final_clocks.png
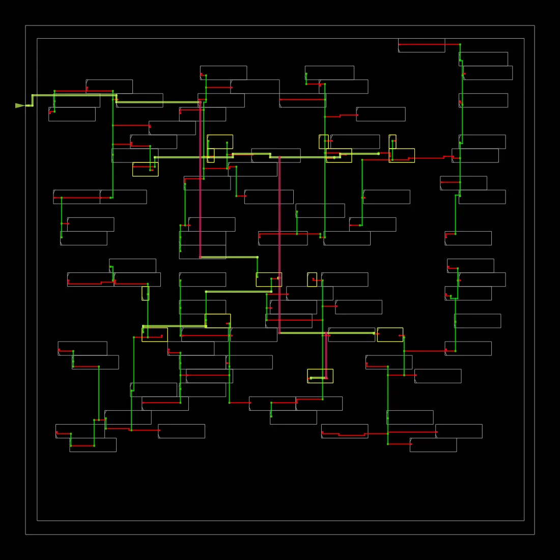
hierarchy.png
Other sequential cells in the stronger gray, the rest of the logic in the fainter gray.
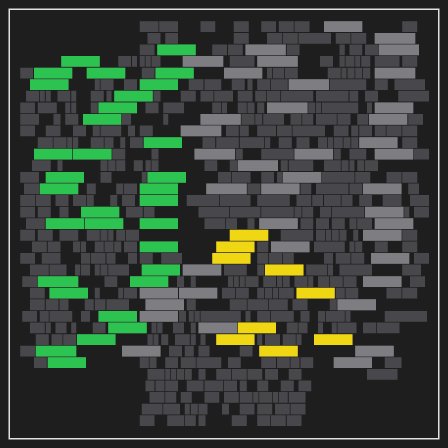
Design pipeline_hazard_ctrl, sky130hd; sources not shown.
==> out/qor.yml <==
yosys:
  yosysWarnings: 0
  synthTopCellsByCount: "81 x dfrtp_1, 40 x xor2_1, 38 x xnor2_1"
  avgSynthCellArea_um2: 10.7
  edf_count: 0
  postSynthSeqShare_pct: 48.4
  async_flop_share_pct: 100
  synth-main-ff-cell: "dfrtp_1"
  synth.cell_area_um2: 4190
cts:
  clk_path_buf_depth: 2
  post-cts-setup-buffers: 11
final_timing:
  final_max_slew_viol_count: 0
  setup_ws_ns: -0.282
  finalSetupViolCount: 4
outcome:
  violations: "setup timing"
  outcome: "complete, but fails checks"
pwr:
  total_power_uw: 4940
  seq_power_uw: 2100
  seqPwrFrac_pct: 42.6
  p_clk_share_pct: 18.6
  ir_worst_vdd_v: 0.000786
  p_leak_uw: 0.00268
  comb-power_uw: 1910
global_route:
  gr-usage-met2_pct: 33.6
floorplan:
  taps: 111
  die_height_um: 100
final_layout:
  fin_nets: 550
  nonClkBufAreaFrac_pct: 23.0
  postLayoutCellArea_um2: 6000
  n_all_inverters: 8
  num_antenna_cells: 0
route:
  vias_per_cell: 5.34
  routed_wl_um: 10000
  drtAntennaViolNets: 0
  wl_met1_um: 4480
  vias: 3384
critical_path:
  crit_buf_inv: 4
  critPathArrivalTime_ns: 1.96
  worstSetupPathType: "in -> out"
placed_design:
  place_congestion: 0.814
  place_ws_ns: -1.37
About final_clocks.png:
Flops: 81
Clk power: 917 µW
final setup skew: 0.0106 ns
clock buffer count: 12

About hierarchy.png:
- u_flush_cnt: green (flops 32)
- u_wait_cnt: yellow (flops 9)
- not colored: 40
Final Util: 65.6%
total die size: 10100 µm²
Final Non-Filler Cells: 634

Power figures rest on the tool's default switching activity, not on a simulated workload.
